`config.mk`:
```
export PLATFORM = sky130hd
export DESIGN_NAME = dphy_hs_burst_sequencer
export DESIGN_NICKNAME = d
export VERILOG_FILES = /design/src/rtl/dphy_pkg.sv /design/src/rtl/dphy_timer.sv /design/src/rtl/dphy_hs_burst_sequencer.sv
export SDC_FILE = /design/constraint.sdc
export NUM_CORES = 1
export LEC_CHECK = 0
export CORE_MARGIN = 3
export CORE_UTILIZATION = 43
export CTS_CLUSTER_DIAMETER = 60
export DETAILED_ROUTE_END_ITERATION = 12
export PLACE_DENSITY_LB_ADDON = 0.12
export REMOVE_ABC_BUFFERS = 1
export SLEW_MARGIN = 20
export SYNTH_ARGS = -nofsm -noshare
export SYNTH_HDL_FRONTEND = slang
export SYNTH_SLANG_ARGS = --single-unit
```
`constraint.sdc`:
```
create_clock -name i_clk -period 2 [get_ports i_clk]
set_clock_uncertainty 0.2 [all_clocks]
set_input_delay 0.3 -clock i_clk [delete_from_list [all_inputs] [get_ports i_clk]]
set_output_delay 0.3 -clock i_clk [all_outputs]
set_load 0.01 [all_outputs]
```
`src/rtl/dphy_pkg.sv`:
```
// Shared state encoding, LP line codes and byte helpers for the D-PHY HS burst sequencer.
package dphy_pkg;

  typedef enum logic [2:0] {
    StIdle,
    StLpx01,
    StLpx00,
    StHsZero,
    StSync,
    StData,
    StTrail,
    StExit
  } state_t;

  localparam logic [1:0] LP_11 = 2'b11;
  localparam logic [1:0] LP_01 = 2'b01;
  localparam logic [1:0] LP_00 = 2'b00;

  localparam logic [7:0] SYNC_BYTE_DEFAULT = 8'hB8;

  function automatic logic [1:0] lp_code(input state_t st);
    case (st)
      StIdle, StExit: return LP_11;
      StLpx01:        return LP_01;
      default:        return LP_00;
    endcase
  endfunction

  // Trail holds the complement of the last serial bit (bit7) of the final byte.
  function automatic logic [7:0] trail_byte(input logic [7:0] last_byte);
    return last_byte[7] ? 8'h00 : 8'hFF;
  endfunction

endpackage

```
`src/rtl/dphy_timer.sv`:
```
// Loadable down-counter that parks at zero; zero flags the end of a timed state.
module dphy_timer #(
  parameter int unsigned CNT_W = 8
) (
  input  logic             clk,
  input  logic             reset_n,
  input  logic             load,
  input  logic [CNT_W-1:0] load_val,
  output logic             zero
);

  logic [CNT_W-1:0] count;

  always_ff @(posedge clk) begin
    if (!reset_n) begin
      count <= '0;
    end else if (load) begin
      count <= load_val;
    end else if (count != '0) begin
      count <= count - CNT_W'(1);
    end
  end

  assign zero = (count == '0);

endmodule

```
`src/rtl/dphy_hs_burst_sequencer.sv`:
```
// Lane-0 LP/HS control and byte lanes for one D-PHY HS burst, from LP-11 back to LP-11.
module dphy_hs_burst_sequencer
  import dphy_pkg::*;
#(
  parameter int unsigned T_LPX      = 2,
  parameter int unsigned T_HS_ZERO  = 6,
  parameter int unsigned T_HS_TRAIL = 3,
  parameter int unsigned T_HS_EXIT  = 4,
  parameter int unsigned CNT_W      = 8,
  parameter logic [7:0]  SYNC_BYTE  = SYNC_BYTE_DEFAULT
) (
  input  logic       i_clk,
  input  logic       reset_n,
  input  logic       i_start,
  input  logic       i_byte_valid,
  input  logic [7:0] i_byte_D0,
  input  logic [7:0] i_byte_D1,
  input  logic       i_last,
  output logic       o_byte_ready,
  output logic [1:0] o_LP,
  output logic       o_HS,
  output logic [7:0] o_byte_D0,
  output logic [7:0] o_byte_D1,
  output logic       o_busy,
  output logic       o_done,
  output logic       o_underrun
);

  state_t           state, state_nx;
  logic             tmr_load, tmr_zero, trailing;
  logic [CNT_W-1:0] tmr_val;
  logic             beat_ok, data_end;

  assign beat_ok  = o_byte_ready & i_byte_valid;
  // DATA ends on the final beat or on the first starved cycle.
  assign data_end = ~i_byte_valid | i_last;

  dphy_timer #(
    .CNT_W(CNT_W)
  ) u_timer (
    .clk     (i_clk),
    .reset_n (reset_n),
    .load    (tmr_load),
    .load_val(tmr_val),
    .zero    (tmr_zero)
  );

  // TRAIL loads T_HS_TRAIL rather than T_HS_TRAIL-1: its first cycle still shows the final beat.
  always_comb begin
    state_nx = state;
    tmr_load = 1'b0;
    tmr_val  = '0;
    unique case (state)
      StIdle: if (i_start) begin
        state_nx = StLpx01;
        tmr_load = 1'b1;
        tmr_val  = CNT_W'(T_LPX - 1);
      end
      StLpx01: if (tmr_zero) begin
        state_nx = StLpx00;
        tmr_load = 1'b1;
        tmr_val  = CNT_W'(T_LPX - 1);
      end
      StLpx00: if (tmr_zero) begin
        state_nx = StHsZero;
        tmr_load = 1'b1;
        tmr_val  = CNT_W'(T_HS_ZERO - 1);
      end
      StHsZero: if (tmr_zero) begin
        state_nx = StSync;
        tmr_load = 1'b1;
      end
      StSync: state_nx = StData;
      StData: if (data_end) begin
        state_nx = StTrail;
        tmr_load = 1'b1;
        tmr_val  = CNT_W'(T_HS_TRAIL);
      end
      StTrail: if (tmr_zero) begin
        state_nx = StExit;
        tmr_load = 1'b1;
        tmr_val  = CNT_W'(T_HS_EXIT - 1);
      end
      StExit: if (tmr_zero) state_nx = StIdle;
      default: state_nx = StIdle;
    endcase
  end

  always_ff @(posedge i_clk) begin
    if (!reset_n) begin
      state        <= StIdle;
      trailing     <= 1'b0;
      o_LP         <= LP_11;
      o_HS         <= 1'b0;
      o_byte_D0    <= 8'h00;
      o_byte_D1    <= 8'h00;
      o_byte_ready <= 1'b0;
      o_busy       <= 1'b0;
      o_done       <= 1'b0;
      o_underrun   <= 1'b0;
    end else begin
      state        <= state_nx;
      trailing     <= (state == StTrail);
      o_LP         <= lp_code(state_nx);
      o_HS         <= state_nx inside {StHsZero, StSync, StData, StTrail};
      o_byte_ready <= (state_nx == StData);
      o_busy       <= (state_nx != StIdle);
      o_done       <= (state == StExit) && (state_nx == StIdle);
      o_underrun   <= (state == StData) && !i_byte_valid;
      // Bytes move only on a handshake, so SYNC_BYTE persists through the first DATA cycle.
      unique case (state_nx)
        StSync: begin
          o_byte_D0 <= SYNC_BYTE;
          o_byte_D1 <= SYNC_BYTE;
        end
        StData, StTrail: begin
          if ((state == StTrail) && !trailing) begin
            o_byte_D0 <= trail_byte(o_byte_D0);
            o_byte_D1 <= trail_byte(o_byte_D1);
          end else if (beat_ok) begin
            o_byte_D0 <= i_byte_D0;
            o_byte_D1 <= i_byte_D1;
          end
        end
        default: begin
          o_byte_D0 <= 8'h00;
          o_byte_D1 <= 8'h00;
        end
      endcase
    end
  end

endmodule

```
**M1 wires**

The bar under the picture is 20 um long.
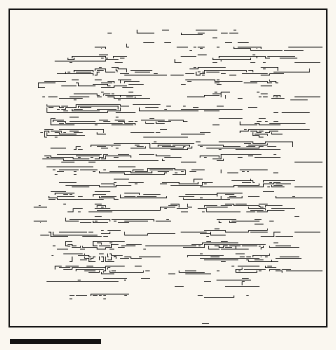
260 nets have wire on it. The wires run mostly horizontal. The longest straight run is 20.7 um. The layer carries 1930 um of wire. The layer holds 41% of the routed length.
routed vias: 1798
met1 Resource Use GR: 24.0%

**Met2 routing**

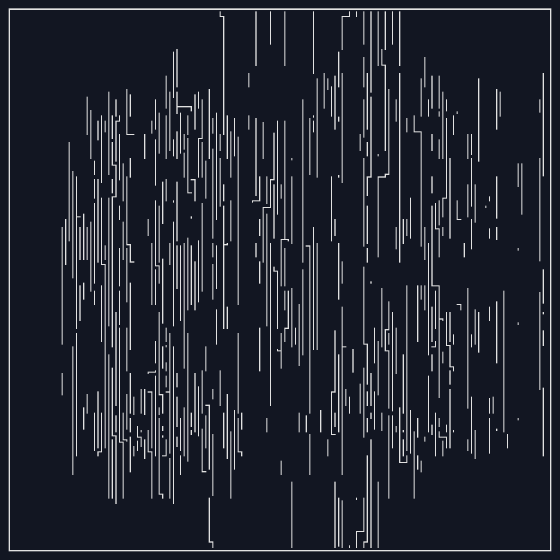
263 nets have wire on it. The layer carries 2400 um of wire. The layer holds 51% of the routed length.
met2 Resource Use GR: 33.9%
routed wire length: 4.70 mm

**M3 wires**

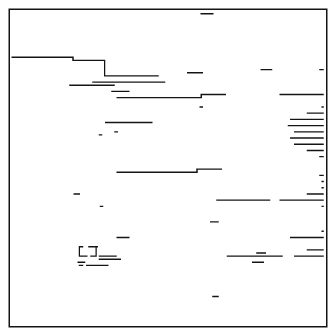
The wires run mostly horizontal. The longest straight run is 18.4 um. The layer carries 274 um of wire.
fraction of met3 tracks used by global routing: 5.39%

==> Flow_metrics.wiki <==
== Metrics ==
{| class="wikitable"
! Metric !! Value
|-
| Placement Rows || 22
|-
| Registers with the most flip-flops || o_byte_D0 x8, o_byte_D1 x8, u_timer.count x8
|-
| Clock buffers created by TritonCTS || 5
|-
| Maximum number of pins on one net before global-route repair || 14
|-
| Peak supply drop || between 600 and 700 uV
|-
| Area fraction in and, or, nand and nor cells || 26.9%
|-
| Data required, critical path || 1980 ps
|-
| DRC || 0
|-
| Number of antenna violations at the first check in global routing || 0
|-
| Main logic family after synthesis || simple AND/OR/NAND/NOR gates
|-
| Sequence of cells on the critical path || inv_2 > ha_4 > or4bb_4 > o211ai_4 > buf_6 > nor3_1 > o221a_2
|-
| Clock edge transition at the registers on the reported setup and hold paths || about 70 ps
|-
| Beginning of the worst hold path || o_byte_D1[1]
|-
| Vias per cell || 5.69
|-
| Horizontal die size || 69.2 um
|-
| Die footprint || 4780 um2
|-
| First-pass iteration count of the detailed router || 4
|-
| Sequential-to-total area share from yosys stat || 40.8%
|-
| Total count of max-transition violations in the final report || 0
|-
| Hold Crit Class || reg2reg
|-
| Most common cell after layout, fill and taps aside || sky130_fd_sc_hd__clkdlybuf4s50_1
|-
| Fill cell instance count of the final layout || 330
|-
| Hold Buf Count CTS || 0
|-
| Worst Setup Path Type || reg2reg
|-
| Slowest cell delay on critical path || 490 ps
|-
| Count of flip-flops with a built-in enable after synthesis || 0
|-
| Depth of the worst hold-timing path || 2
|-
| Xor/xnor share of the synthesized area || approximately 2.0%
|-
| Timing-limited maximum frequency || 506 MHz
|-
| Fraction of the core area occupied by cells at floorplan || 45.8%
|-
| Final Worst Setup Slack || 23.8 ps
|-
| Gr ovfl total || 0
|-
| Die Span Y || 69.2 um
|-
| Post-CTS Setup Repair Bufs || 1
|-
| CTS tree || done
|-
| Ys async rst share || 0%
|-
| Final tally of setup violations || 0
|-
| Layout cells sized above 1 || 26.9%
|-
| Clock sink total || 35
|-
| RSZ-0062 raised after global routing || true
|-
| Adder and majority cell fraction of the synthesized area || 0.729%
|-
| Total negative slack for setup checks || 0 ps
|-
| Most frequent logic cells in the routed design || sky130_fd_sc_hd__clkdlybuf4s50_1, sky130_fd_sc_hd__dfxtp_1, sky130_fd_sc_hd__buf_4, sky130_fd_sc_hd__nor3_1
|-
| Average wire length per cell after detail routing || 14.9 um
|-
| Wire length of the first global-routing pass || 8.05 mm
|-
| Antenna-violating nets left || 0
|-
| Antenna cells || 0
|-
| Count of max-cap constraint violations || 0
|-
| Nature of the critical path startpoint || flop
|-
| Overall power consumption || 2.63 mW
|-
| Number of OpenROAD warnings || 26
|-
| Yosys synthesis warning count || 0
|-
| Clock latency at the later pin of the worst-skew pair || 290 ps
|-
| Area used by sequential logic in the layout || 702 um2
|-
| Net count reported at finish || 289
|-
| Total I/O pin count || 44
|-
| GPL Wtd Cong || 0.952
|-
| Post-placement setup slack || -42.9 ps
|-
| Result of the run || complete, no violations
|-
| Number of input and output port buffers inserted || 43
|-
| Worst setup path startpoint || u_timer.count[1]
|-
| Cell at the slowest stage of the critical path || sky130_fd_sc_hd__or4bb_4
|-
| Detailed router's first-iteration violation count || 108
|-
| Worst slew pin tran || roughly 460 ps
|-
| Max-slew headroom at the worst pin || between 60% and 70%
|-
| Depth of the most critical reg-to-reg path || 7
|-
| Synth Instances || 196
|-
| Final hold vios || 0
|-
| Post-DP HPWL || roughly 3.4 mm
|-
| Final std cell area, no fill || approximately 2500 um2
|-
| Number of unique standard cell types used by synthesis || roughly 44
|-
| Layout area overhead || 46.9%
|-
| Combinational Area || around 960 um2
|-
| Post-synth design cell area || between 1500 and 2000 um2
|-
| Max Fanout on Critical Path || 8
|-
| Number of H-tree levels || 2
|-
| Post-cts gate resize count || 7
|-
| Synth Area in Compound Gates || 21.2%
|-
| Worst r2r src || u_timer.count[1]
|-
| Shortest clock period the worst path allows after layout || about 2000 ps
|-
| Post-route fraction of the period consumed by the critical path || 98.8%
|-
| Buffer depth of the longest clock path || 2
|-
| Non-Filler Instances || between 300 and 400
|-
| Most used flip-flop cell || sky130_fd_sc_hd__dfxtp_1
|-
| Worst endpoint data arrival time || 1950 ps
|-
| Layout Utilization || 67.3%
|-
| Nature of the critical path endpoint || flop
|-
| Number of synthesized register bits || 35
|-
| Portion of netlist area occupied by mux cells || 1.17%
|-
| Power density cells || around 1000 nW/um2
|-
| Syn_area_per_cell || 8.75 um2
|-
| Clock tree root driver cell || sky130_fd_sc_hd__clkbuf_8
|-
| Number of global-route vias before repair || 1759
|-
| Hold Slack || between 200 and 300 ps
|-
| Static power due to leakage || between 0.9 and 1 nW
|-
| Synthesized chip area reported by yosys || between 1500 and 2000 um2
|-
| Cell count listed in synth_stat.txt || 196
|-
| Area of the core || ~3700 um2
|-
| Area after DPL || 2360 um2
|-
| Overall Global Routing Usage || 20.0%
|-
| Total placed cells including tap cells || 307
|}
## power breakdown
part           internal [mW]  leakage [nW]  switching [mW]
clock                  0.238        0.0477           0.251
sequential             0.787         0.285          0.0659
combinational          0.642         0.621           0.649
## cells in the mapped netlist (all sizes together), types with 2 or more instances
cell    number  area share, %
a21oi       15            4.4
buf          7            4.2
or2          3            1.1
nand2       12            2.6
a211oi       2           0.88
a31oi        4            1.5
o211ai       7            3.4
o21ai        6            1.8
nor2b        2           0.73
nor3        34             11
clkbuf       6            1.3
nor3b        3            1.3
nor2        16            3.5
mux2i        2            1.2
nand2b       2           0.73
inv          4           0.88
o41ai        2            1.0
o221a        9            5.9
dfxtp       35             41
and2         3            1.1
xor2         3            1.5
## critical path: cells and delay by family (launching register included)
kind	cells	cell delay, ps
and+or+nand+nor	2	540
adders and majority gates	1	130
buffers and inverters	2	220
DFF	1	320
AOI/OAI and AO/OA	2	440
## path summary, 6_finish.rpt
check | end | slack [ps]
worst min register to register | o_byte_D1[1] | 300
worst max-delay path | o_byte_D0[5] | 20
worst min-delay path | o_byte_D1[1] | 300
worst max register to register | o_byte_D0[5] | 20
## cells by family after synthesis
logic type	Yosys count
multiplexers	2
flip-flops	35
buffers and inverters	19
AND/OR/NAND/NOR	85
XOR/XNOR	4
AND-OR/OR-AND	50
adder cells (fa/ha/maj)	1
## layout make-up
class | instances | share of cell area (%)
Tap cell | 48 | 2.38
Clock buffer | 5 | 2.73
Multi-Input combinational cell | 142 | 38.0
Timing Repair Buffer | 78 | 27.7
Clock inverter | 3 | 0.596
Sequential cell | 35 | 27.9
Inverter | 5 | 0.745
## layer usage
layer  vias to the layer above  global-route usage (%)  wire length [um]
li1                        868                       -                 -
met1                       847                    24.0              1930
met2                        71                    33.9              2400
met3                        12                    5.39               273
met4                         0                    7.38                98
met5                         -                       0                 0
Power and IR drop assume default switching activity.
